### src/rtl/mem_port_arbiter_if.sv
// CPU-side request/response ports plus the unified-memory port of mem_port_arbiter.
// slave = the arbiter; master = the requesters and memory facing it.
interface mem_port_arbiter_if #(
    parameter int AW = 8,
    parameter int DW = 16
);
    logic          if_req;
    logic [AW-1:0] if_addr;
    logic          if_gnt;
    logic          if_rvalid;
    logic [DW-1:0] if_rdata;

    logic          d_req;
    logic          d_we;
    logic [AW-1:0] d_addr;
    logic [DW-1:0] d_wdata;
    logic          d_gnt;
    logic          d_rvalid;
    logic [DW-1:0] d_rdata;

    logic          mem_en;
    logic          mem_we;
    logic [AW-1:0] mem_addr;
    logic [DW-1:0] mem_wdata;
    logic [DW-1:0] mem_rdata;

    modport slave (
        input  if_req, if_addr, d_req, d_we, d_addr, d_wdata, mem_rdata,
        output if_gnt, if_rvalid, if_rdata, d_gnt, d_rvalid, d_rdata,
        output mem_en, mem_we, mem_addr, mem_wdata
    );

    modport master (
        output if_req, if_addr, d_req, d_we, d_addr, d_wdata, mem_rdata,
        input  if_gnt, if_rvalid, if_rdata, d_gnt, d_rvalid, d_rdata,
        input  mem_en, mem_we, mem_addr, mem_wdata
    );
endinterface

### src/rtl/mem_port_arbiter.sv
// Shares one single-port memory between fetch and data ports: IDLE->ACCESS->WAIT->RESP, round-robin.
// Grant is Mealy in IDLE; rvalid at T+2+MEM_LAT. Define ARB_FIXED_PRIO_EN for fixed data-port priority.
module mem_port_arbiter #(
    parameter int AW      = 8,
    parameter int DW      = 16,
    parameter int MEM_LAT = 1
) (
    input  logic                  clk,
    input  logic                  reset,
    mem_port_arbiter_if.slave     bus,
    output logic                  busy
);

    if (MEM_LAT < 1 || MEM_LAT > 15) begin : g_bad_lat
        $error("mem_port_arbiter: MEM_LAT must be in 1..15");
    end

    localparam logic [3:0] LAT_M1 = 4'(MEM_LAT - 1);

    typedef enum logic [1:0] {
        S_IDLE,
        S_ACCESS,
        S_WAIT,
        S_RESP
    } state_e;

    state_e        state_q, state_d;
    logic [3:0]    cnt_q, cnt_d;
    logic          win_d_q;
    logic          we_q;
    logic [AW-1:0] addr_q;
    logic [DW-1:0] wdata_q;
    logic [DW-1:0] if_rdata_q;
    logic [DW-1:0] d_rdata_q;
`ifndef ARB_FIXED_PRIO_EN
    logic          last_d_q;
`endif

    logic          grant_if;
    logic          grant_d;
    logic          capture;

    always_comb begin
        state_d  = state_q;
        cnt_d    = cnt_q;
        grant_if = 1'b0;
        grant_d  = 1'b0;
        capture  = 1'b0;
        unique case (state_q)
            S_IDLE: begin
                // Gated by reset so that no grant leaks out while reset is held.
                if (!reset) begin
                    if (bus.if_req && bus.d_req) begin
`ifdef ARB_FIXED_PRIO_EN
                        grant_d  = 1'b1;
`else
                        grant_if = last_d_q;
                        grant_d  = !last_d_q;
`endif
                    end else begin
                        grant_if = bus.if_req;
                        grant_d  = bus.d_req;
                    end
                end
                if (grant_if || grant_d) begin
                    state_d = S_ACCESS;
                end
            end
            S_ACCESS: begin
                cnt_d   = LAT_M1;
                state_d = S_WAIT;
            end
            S_WAIT: begin
                if (cnt_q == 4'd0) begin
                    capture = !we_q;
                    state_d = S_RESP;
                end else begin
                    cnt_d = cnt_q - 4'd1;
                end
            end
            S_RESP: begin
                state_d = S_IDLE;
            end
            default: begin
                state_d = S_IDLE;
            end
        endcase
    end

    always_ff @(posedge clk or posedge reset) begin
        if (reset) begin
            state_q    <= S_IDLE;
            cnt_q      <= 4'd0;
            win_d_q    <= 1'b0;
            we_q       <= 1'b0;
            addr_q     <= '0;
            wdata_q    <= '0;
            if_rdata_q <= '0;
            d_rdata_q  <= '0;
`ifndef ARB_FIXED_PRIO_EN
            last_d_q   <= 1'b1;
`endif
        end else begin
            state_q <= state_d;
            cnt_q   <= cnt_d;
            if (grant_if || grant_d) begin
                win_d_q <= grant_d;
                we_q    <= grant_d && bus.d_we;
                addr_q  <= grant_d ? bus.d_addr : bus.if_addr;
                wdata_q <= grant_d ? bus.d_wdata : '0;
`ifndef ARB_FIXED_PRIO_EN
                last_d_q <= grant_d;
`endif
            end
            if (capture && !win_d_q) begin
                if_rdata_q <= bus.mem_rdata;
            end
            if (capture && win_d_q) begin
                d_rdata_q <= bus.mem_rdata;
            end
        end
    end

    logic in_access;
    logic in_resp;
    assign in_access = (state_q == S_ACCESS);
    assign in_resp   = (state_q == S_RESP);

    assign bus.if_gnt    = grant_if;
    assign bus.d_gnt     = grant_d;
    assign bus.if_rvalid = in_resp && !win_d_q;
    assign bus.d_rvalid  = in_resp && win_d_q;
    assign bus.if_rdata  = if_rdata_q;
    assign bus.d_rdata   = d_rdata_q;

    assign bus.mem_en    = in_access;
    assign bus.mem_we    = in_access && we_q;
    assign bus.mem_addr  = in_access ? addr_q : '0;
    assign bus.mem_wdata = in_access ? wdata_q : '0;

    assign busy = (state_q != S_IDLE);

endmodule
### src/flat_wrapper.sv
// flat-port wrapper written by rule: the top's interface ports become plain ports
module mem_port_arbiter_flat 
#(
    parameter int AW      = 8,
    parameter int DW      = 16,
    parameter int MEM_LAT = 1
)
  (clk, reset, busy, bus_if_req, bus_if_addr, bus_d_req, bus_d_we, bus_d_addr, bus_d_wdata, bus_mem_rdata, bus_if_gnt, bus_if_rvalid, bus_if_rdata, bus_d_gnt, bus_d_rvalid, bus_d_rdata, bus_mem_en, bus_mem_we, bus_mem_addr, bus_mem_wdata);
  mem_port_arbiter_if #(.AW(AW), .DW(DW)) bus_i ();
  input  logic clk;
  input  logic reset;
  output logic busy;
  input wire logic [$bits(bus_i.if_req)-1:0] bus_if_req;
  input wire logic [$bits(bus_i.if_addr)-1:0] bus_if_addr;
  input wire logic [$bits(bus_i.d_req)-1:0] bus_d_req;
  input wire logic [$bits(bus_i.d_we)-1:0] bus_d_we;
  input wire logic [$bits(bus_i.d_addr)-1:0] bus_d_addr;
  input wire logic [$bits(bus_i.d_wdata)-1:0] bus_d_wdata;
  input wire logic [$bits(bus_i.mem_rdata)-1:0] bus_mem_rdata;
  output wire logic [$bits(bus_i.if_gnt)-1:0] bus_if_gnt;
  output wire logic [$bits(bus_i.if_rvalid)-1:0] bus_if_rvalid;
  output wire logic [$bits(bus_i.if_rdata)-1:0] bus_if_rdata;
  output wire logic [$bits(bus_i.d_gnt)-1:0] bus_d_gnt;
  output wire logic [$bits(bus_i.d_rvalid)-1:0] bus_d_rvalid;
  output wire logic [$bits(bus_i.d_rdata)-1:0] bus_d_rdata;
  output wire logic [$bits(bus_i.mem_en)-1:0] bus_mem_en;
  output wire logic [$bits(bus_i.mem_we)-1:0] bus_mem_we;
  output wire logic [$bits(bus_i.mem_addr)-1:0] bus_mem_addr;
  output wire logic [$bits(bus_i.mem_wdata)-1:0] bus_mem_wdata;
  assign bus_i.if_req = bus_if_req;
  assign bus_i.if_addr = bus_if_addr;
  assign bus_i.d_req = bus_d_req;
  assign bus_i.d_we = bus_d_we;
  assign bus_i.d_addr = bus_d_addr;
  assign bus_i.d_wdata = bus_d_wdata;
  assign bus_i.mem_rdata = bus_mem_rdata;
  assign bus_if_gnt = bus_i.if_gnt;
  assign bus_if_rvalid = bus_i.if_rvalid;
  assign bus_if_rdata = bus_i.if_rdata;
  assign bus_d_gnt = bus_i.d_gnt;
  assign bus_d_rvalid = bus_i.d_rvalid;
  assign bus_d_rdata = bus_i.d_rdata;
  assign bus_mem_en = bus_i.mem_en;
  assign bus_mem_we = bus_i.mem_we;
  assign bus_mem_addr = bus_i.mem_addr;
  assign bus_mem_wdata = bus_i.mem_wdata;
  mem_port_arbiter #(.AW(AW), .DW(DW), .MEM_LAT(MEM_LAT)) u_core (.clk(clk), .reset(reset), .bus(bus_i), .busy(busy));
endmodule
### config.mk
export PLATFORM = sky130hd
export DESIGN_NAME = mem_port_arbiter_flat
export DESIGN_NICKNAME = d
export VERILOG_FILES = /design/src/rtl/mem_port_arbiter_if.sv /design/src/rtl/mem_port_arbiter.sv /design/src/flat_wrapper.sv
export SDC_FILE = /design/constraint.sdc
export NUM_CORES = 1
export LEC_CHECK = 0
export CORE_MARGIN = 3
export CORE_UTILIZATION = 47
export CTS_CLUSTER_DIAMETER = 200
export DETAILED_ROUTE_END_ITERATION = 8
export HOLD_SLACK_MARGIN = 0.06
export PLACE_DENSITY = 0.9
export RECOVER_POWER = 50
export SLEW_MARGIN = 5
export SYNTH_ARGS = -nofsm -noshare
export SYNTH_HDL_FRONTEND = slang
export SYNTH_SLANG_ARGS = --single-unit
### constraint.sdc
create_clock -name clk -period 4 [get_ports clk]
set_input_delay 0.8 -clock clk [delete_from_list [all_inputs] [get_ports clk]]
set_output_delay 0.8 -clock clk [all_outputs]
set_load 0.05 [all_outputs]
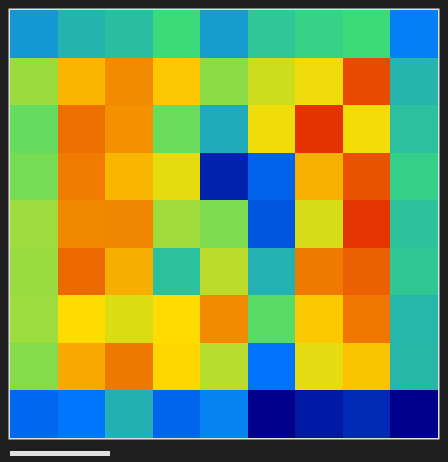
cell_density.png
Scale bar: 20 µm. The die is cut into 9 by 9 equal tiles; dark blue is low, red is high, 0 to 100% covered.
tiles over 75% full: 32%
mean over tiles: 58%
nearly empty tiles: 2.5%
fullest tile: 94%
FP Util: 49.6%
end-of-flow core utilization: 72.1%

==> notes.md <==
run metrics: status=finished, violations left, violations in the final reports=capacitance limit, slew limit, sequential fraction of design power=28.9%, number of gates on the worst path with buffers counted=4, top achievable clock speed=0.287 GHz, GRT Overall Usage=21.0%, final-stage net count=406, number of distinct library cells after synthesis=36, Maximum Capacitance Violations=1, mux share=14.6%, category of cells accounting for the largest share of critical-path delay=buffers and inverters, number of H-tree levels=3, Post-DRT Antenna Nets=0, Setup TNS Final=0 ns, area after detailed placement=4180 µm², sequential portion of the cell area=37.3%, library cell occupying the most area in the post-synthesis netlist=dfrtp_1, cells on worst reg2reg path=6, met2 layer usage reported by global route=33.1%, synthesized flop and latch total=65, Final Slew Violations=47, remaining max-slew budget at the tightest pin=-13.6%, worst-path cell chain=inv_1, ha_1, and2_1, clkdlybuf4s50_1, number of antenna cells inserted=0, clock network power consumption=0.588 mW, number of optimization iterations in the first detailed-route pass=4, final weighted congestion of routability-driven global placement=0.775, Log Warnings=30, Well Taps=75, biggest cell delay along the critical path=0.83 ns, combinational share of power=56.3%, number of buffers on the longest clock path=2, Fin Hold WS=0.498 ns, Overflow after GRT=0, clock transition at the registers of the reported paths=0.07 ns, slew at the pin closest to its max-slew limit=1.70 ns, Worst setup endpoint=bus_mem_wdata[12], Hold/Removal Path Class=flop to flop, Post-Place Setup Slack=0.609 ns, ao+oa area frac=14.2%, average wire per standard cell=17.2 µm, fillcell total=403, multi-input combinational cell area=1220 µm², share of the yosys chip area belonging to registers=54.1%, instance count after placement with tap cells included=411, clock network area share=4.67%, Worst Setup SP=u_core.state_q[1], chip area=7400 µm², standard cell core area=6060 µm², setup slack, reg-to-reg=1.41 ns, endpoint of the worst-slack reg-to-reg timing path=u_core.wdata_q[4], total cell area reported by yosys after synthesis=3010 µm², hold path startpoint=u_core.wdata_q[12], number of sequential storage elements=65, placed wire-length estimate after detailed placement=5.24 mm, number of global-route vias before repair=2435, Routed met1 length=3.09 mm, most used flip-flop cell=dfrtp_1, crit path launch type=flop, synthesized netlist cell count=232, hold-fix buffers at CTS=0, Net Sw Frac=44.3%, async set or reset register ratio after synthesis=100%, static power due to leakage=1.96 nW, initial antenna violation count=0, commonest non-fill, non-tap cells in the layout=clkdlybuf4s50_1, dfrtp_1, and2_1, total wire length=7.33 mm, adder-cell area share of the yosys netlist=2.49%, area share, top type=53.2%, worst-case vdd ir drop=0.676 mV, total buffers and inverters traversed by the critical path=2, sequential logic power=1.16 mW, global-route track usage on met1=26.0%, Final Setup Violations=0, violation count after the first detailed-routing iteration=57, cell with the largest stage delay on the worst path=clkdlybuf4s50_1, multi-input gates=139, CTS sink cnt=65, global-route wire length before repair=11.9 mm, cell type taking the most area=registers, post-cts sizing count=0, synthesized area per cell=13.0 µm², Vert. Die Dim=86.0 µm, non-clock inverter count in the final layout=15, switching component of the power=1.77 mW, unrepaired setup endpoints after global routing=no, number of cells in the finished layout apart from fillers=427, Critical R2R Launch=u_core.state_q[0], pin count of the biggest net entering global routing=47, count of buffers inserted at the top-level ports=115, most common cell after layout, fill and taps aside=clkdlybuf4s50_1, clock period minus worst slack=3.48 ns, Synth logic family=multiplexers, clock network power share=14.7%, final-layout clock buffer total=13, combinational-cell power consumption=2.25 mW
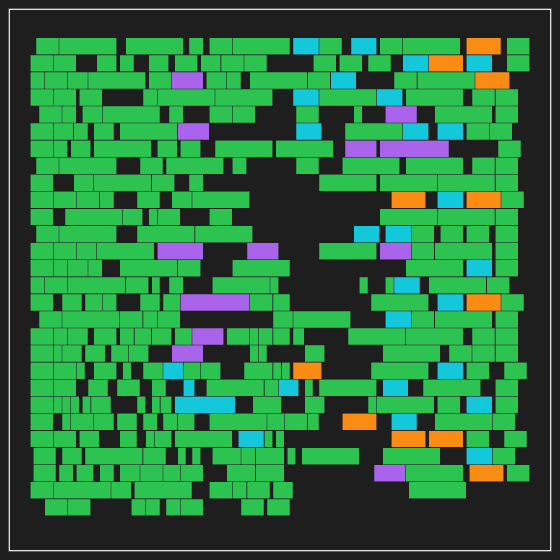
sizes.png
[orange] _3 and _4 cells | cells: 11 | share: 3.1%
[purple] _6 and larger | cells: 12 | share: 3.4%
[green] _0 and _1 cells | cells: 302 | share: 86%
[cyan] _2 cells | cells: 27 | share: 7.7%
number of buffers outside the clock class in the layout: 117
fin worst setup slack: 0.521 ns
cell area after layout: 4370 µm²
Area growth syn-to-layout: 45.2%

Power figures rest on the tool's default switching activity, not on a simulated workload.
